## src/rtl/toy_uart_rx.sv

```systemverilog
// UART 8N1 receiver: synchroniser, start/data/stop FSM and a small
// byte FIFO presented on a valid/ready stream.
module toy_uart_rx #(
    parameter int DIV_WIDTH  = 16,
    parameter int FIFO_DEPTH = 4
) (
    input  logic                          clk,
    input  logic                          rst_n,
    input  logic [DIV_WIDTH-1:0]          baud_div,
    input  logic                          rx_en,
    input  logic                          rx_i,
    output logic [7:0]                    rx_data,
    output logic                          rx_valid,
    input  logic                          rx_ready,
    output logic                          frame_err,
    output logic                          overrun,
    output logic                          rx_busy,
    output logic [$clog2(FIFO_DEPTH):0]   fifo_level
);

    localparam int AW = $clog2(FIFO_DEPTH);
    localparam logic [DIV_WIDTH-1:0] CNT_ONE = 1;
    localparam logic [AW-1:0]        PTR_ONE = 1;
    localparam logic [AW:0]          LVL_ONE = 1;
    localparam logic [AW:0]          LVL_FULL = FIFO_DEPTH[AW:0];

    typedef enum logic [1:0] {
        IDLE,
        START,
        DATA,
        STOP
    } state_t;

    state_t               state;
    state_t               state_nx;
    logic [DIV_WIDTH-1:0] cnt;
    logic [DIV_WIDTH-1:0] cnt_nx;
    logic [DIV_WIDTH-1:0] div_lat;
    logic [DIV_WIDTH-1:0] div_nx;
    logic [DIV_WIDTH-1:0] half;
    logic [2:0]           idx;
    logic [2:0]           idx_nx;
    logic [7:0]           shift;
    logic [7:0]           shift_nx;

    logic rx_m;
    logic rx_s;
    logic rx_prev;
    logic fall;

    logic push;
    logic pop;
    logic full;
    logic ferr_nx;
    logic ovr_nx;

    logic [7:0]    mem [FIFO_DEPTH];
    logic [AW-1:0] wr_ptr;
    logic [AW-1:0] rd_ptr;
    logic [AW:0]   count;

    // Synchroniser idles high so reset never looks like a start edge.
    always_ff @(posedge clk or negedge rst_n) begin
        if (!rst_n) begin
            rx_m    <= 1'b1;
            rx_s    <= 1'b1;
            rx_prev <= 1'b1;
        end else begin
            rx_m    <= rx_i;
            rx_s    <= rx_m;
            rx_prev <= rx_s;
        end
    end

    assign fall = rx_prev & ~rx_s;
    assign half = div_lat >> 1;

    always_ff @(posedge clk or negedge rst_n) begin
        if (!rst_n) begin
            state     <= IDLE;
            cnt       <= '0;
            div_lat   <= '0;
            idx       <= '0;
            shift     <= '0;
            frame_err <= 1'b0;
            overrun   <= 1'b0;
        end else begin
            state     <= state_nx;
            cnt       <= cnt_nx;
            div_lat   <= div_nx;
            idx       <= idx_nx;
            shift     <= shift_nx;
            frame_err <= ferr_nx;
            overrun   <= ovr_nx;
        end
    end

    always_comb begin
        state_nx = state;
        cnt_nx   = cnt;
        div_nx   = div_lat;
        idx_nx   = idx;
        shift_nx = shift;
        push     = 1'b0;
        ferr_nx  = 1'b0;
        ovr_nx   = 1'b0;
        if (!rx_en) begin
            state_nx = IDLE;
            cnt_nx   = '0;
        end else begin
            unique case (state)
                IDLE: begin
                    if (fall) begin
                        div_nx   = baud_div;
                        cnt_nx   = '0;
                        state_nx = START;
                    end
                end
                START: begin
                    if (cnt == half) begin
                        cnt_nx = '0;
                        if (!rx_s) begin
                            idx_nx   = '0;
                            state_nx = DATA;
                        end else begin
                            state_nx = IDLE;
                        end
                    end else begin
                        cnt_nx = cnt + CNT_ONE;
                    end
                end
                DATA: begin
                    if (cnt == div_lat) begin
                        shift_nx[idx] = rx_s;
                        cnt_nx        = '0;
                        if (idx == 3'd7) begin
                            state_nx = STOP;
                        end else begin
                            idx_nx = idx + 3'd1;
                        end
                    end else begin
                        cnt_nx = cnt + CNT_ONE;
                    end
                end
                STOP: begin
                    if (cnt == div_lat) begin
                        cnt_nx   = '0;
                        state_nx = IDLE;
                        // A pop in the same cycle frees the slot we need.
                        if (rx_s) begin
                            if (!full || pop) begin
                                push = 1'b1;
                            end else begin
                                ovr_nx = 1'b1;
                            end
                        end else begin
                            ferr_nx = 1'b1;
                        end
                    end else begin
                        cnt_nx = cnt + CNT_ONE;
                    end
                end
                default: begin
                    state_nx = IDLE;
                    cnt_nx   = '0;
                end
            endcase
        end
    end

    assign full = (count == LVL_FULL);
    assign pop  = rx_valid & rx_ready;

    always_ff @(posedge clk or negedge rst_n) begin
        if (!rst_n) begin
            wr_ptr <= '0;
            rd_ptr <= '0;
            count  <= '0;
            for (int i = 0; i < FIFO_DEPTH; i++) begin
                mem[i] <= '0;
            end
        end else begin
            if (push) begin
                mem[wr_ptr] <= shift;
                wr_ptr      <= wr_ptr + PTR_ONE;
            end
            if (pop) begin
                rd_ptr <= rd_ptr + PTR_ONE;
            end
            unique case ({push, pop})
                2'b10:   count <= count + LVL_ONE;
                2'b01:   count <= count - LVL_ONE;
                default: count <= count;
            endcase
        end
    end

    assign rx_data    = mem[rd_ptr];
    assign rx_valid   = (count != '0);
    assign rx_busy    = (state != IDLE);
    assign fifo_level = count;

endmodule

```

## config.mk

```make
export PLATFORM = sky130hd
export DESIGN_NAME = toy_uart_rx
export DESIGN_NICKNAME = d
export VERILOG_FILES = /design/src/rtl/toy_uart_rx.sv
export SDC_FILE = /design/constraint.sdc
export NUM_CORES = 1
export LEC_CHECK = 0
export ABC_AREA = 0
export CORE_MARGIN = 2
export CORE_UTILIZATION = 45
export CTS_CLUSTER_DIAMETER = 50
export CTS_CLUSTER_SIZE = 25
export DETAILED_ROUTE_END_ITERATION = 12
export HOLD_SLACK_MARGIN = 0.1
export PLACE_DENSITY = 0.69
export REMOVE_ABC_BUFFERS = 1
export SYNTH_ARGS = -nofsm -noshare
export SYNTH_HDL_FRONTEND = slang
export SYNTH_SLANG_ARGS = --single-unit
```

## constraint.sdc

```tcl
create_clock -name clk -period 3 [get_ports clk]
set_input_delay 0.45 -clock clk [delete_from_list [all_inputs] [get_ports clk]]
set_output_delay 0.45 -clock clk [all_outputs]
set_load 0.01 [all_outputs]
```

final_congestion.png
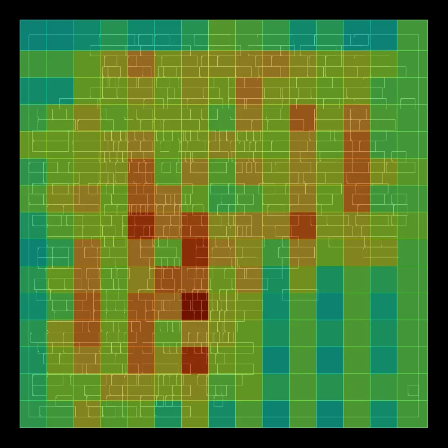
GRT met1 Usage: 22.65%
final core occ: 53.57%
GRT busiest layer: met2
M2 GR Usage: 26.61%

registers.png
Scale: 3 px per µm. Other sequential cells in the stronger gray, the rest of the logic in the fainter gray.
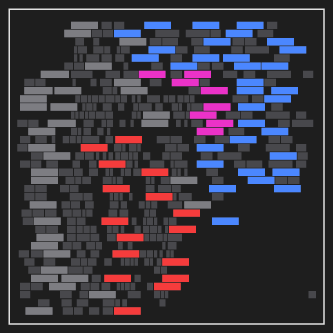
| netlist name | color | sequential cells |
|---|---|---|
| cnt | red | 16 |
| mem | blue | 32 |
| shift | magenta | 8 |

pins.png
Scale: 3 px per µm. Pins as bars across the die edge, other pins in gray.
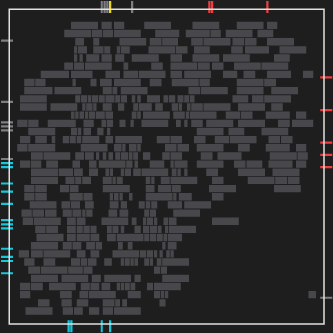
| port | color | pins | direction | edge |
|---|---|---|---|---|
| rx_data | red | 8 | output | 5 east, 3 north |
| rx_valid | yellow | 1 | output | north |
| baud_div | cyan | 16 | input | 12 west, 4 south |

==> run notes <==
fresh numbers from the pnr run: DRT Wirelength 8.418 mm, Clock transition at path regs 0.09 ns, syn avg cell area 11.78 µm², Root Buffer clkbuf_8, status finished clean, CTS tree built, fin crit share 89.26%, Worst path depth 2, CP peak stage delay 0.76 ns, DRC viols 0, floorplan utilization 46.42%, Yosys cell types 44, Compound Share, Synth 3.916%, critical path startpoint rd_ptr[0], row cnt 36, Adder Share, Synth 2.648%, Cell Area, Placed 0.005050 mm², DIE AREA 0.01090 mm², Leak Pwr 2.470 nW, count leader, synth dfrtp_1, Cell area leaders dfrtp_1 (47%), mux2_2 (12%), xor2_1 (4.6%), mux4_2 (4.0%), xnor2_1 (3.5%), Max H-tree Level 3, Worst Setup End Kind primary output, Reg power frac 53.9%, GR Overflow Total 0, vias in the first global route 2949, Met1 Wirelength 3.882 mm, seq_cells 89, sequential share of cell area 42.60%, CTS max path bufs 2, GP Congestion 0.8156, top sig layer met4, most frequent cells after synthesis dfrtp_1 (86), mux2_2 (49), nand2_1 (35), nets 451, Syn Inst Count 385, unrepaired setup endpoints after global routing false, largest register by flop count mem, DR WL/cell 15.06 µm, CTS Buf Count 9, post-cts hold buffer count 0, Post-DP HPWL 6.012 mm, main flop type dfrtp_1, non-clk buf share 8.602%, FILL cells 829, placed insts 543, number of well taps 133, Reg-to-Reg End fifo_level[2], Gate Area 0.002161 mm², yosys cell count 385, final std cells w/o fill 559, Final TNS setup 0 ns, Die Wd 104.4 µm, asr flop ratio synth 100.0%, Worst Reg2Reg Path Length in Cells 11, vias per cell 5.258, post-synthesis sequential area ratio 49.17%, Area growth syn-to-layout 15.42%, CP required 2.55 ns, EDFF count, synth 0, simple share 14.04%, die height 104.4 µm, initial antenna violation count 0, Cell Area, Synth 0.004537 mm², Slew @ Worst Pin 0.7897 ns, Yosys reg bits 89, area leader, netlist dfrtp_1, GR Util met3 3.885%, Cell Chain, Critical Path mux4_2, clkdlybuf4s50_1, combinational power share 18.1%, maxcap violations 0
Power and IR drop assume default switching activity.
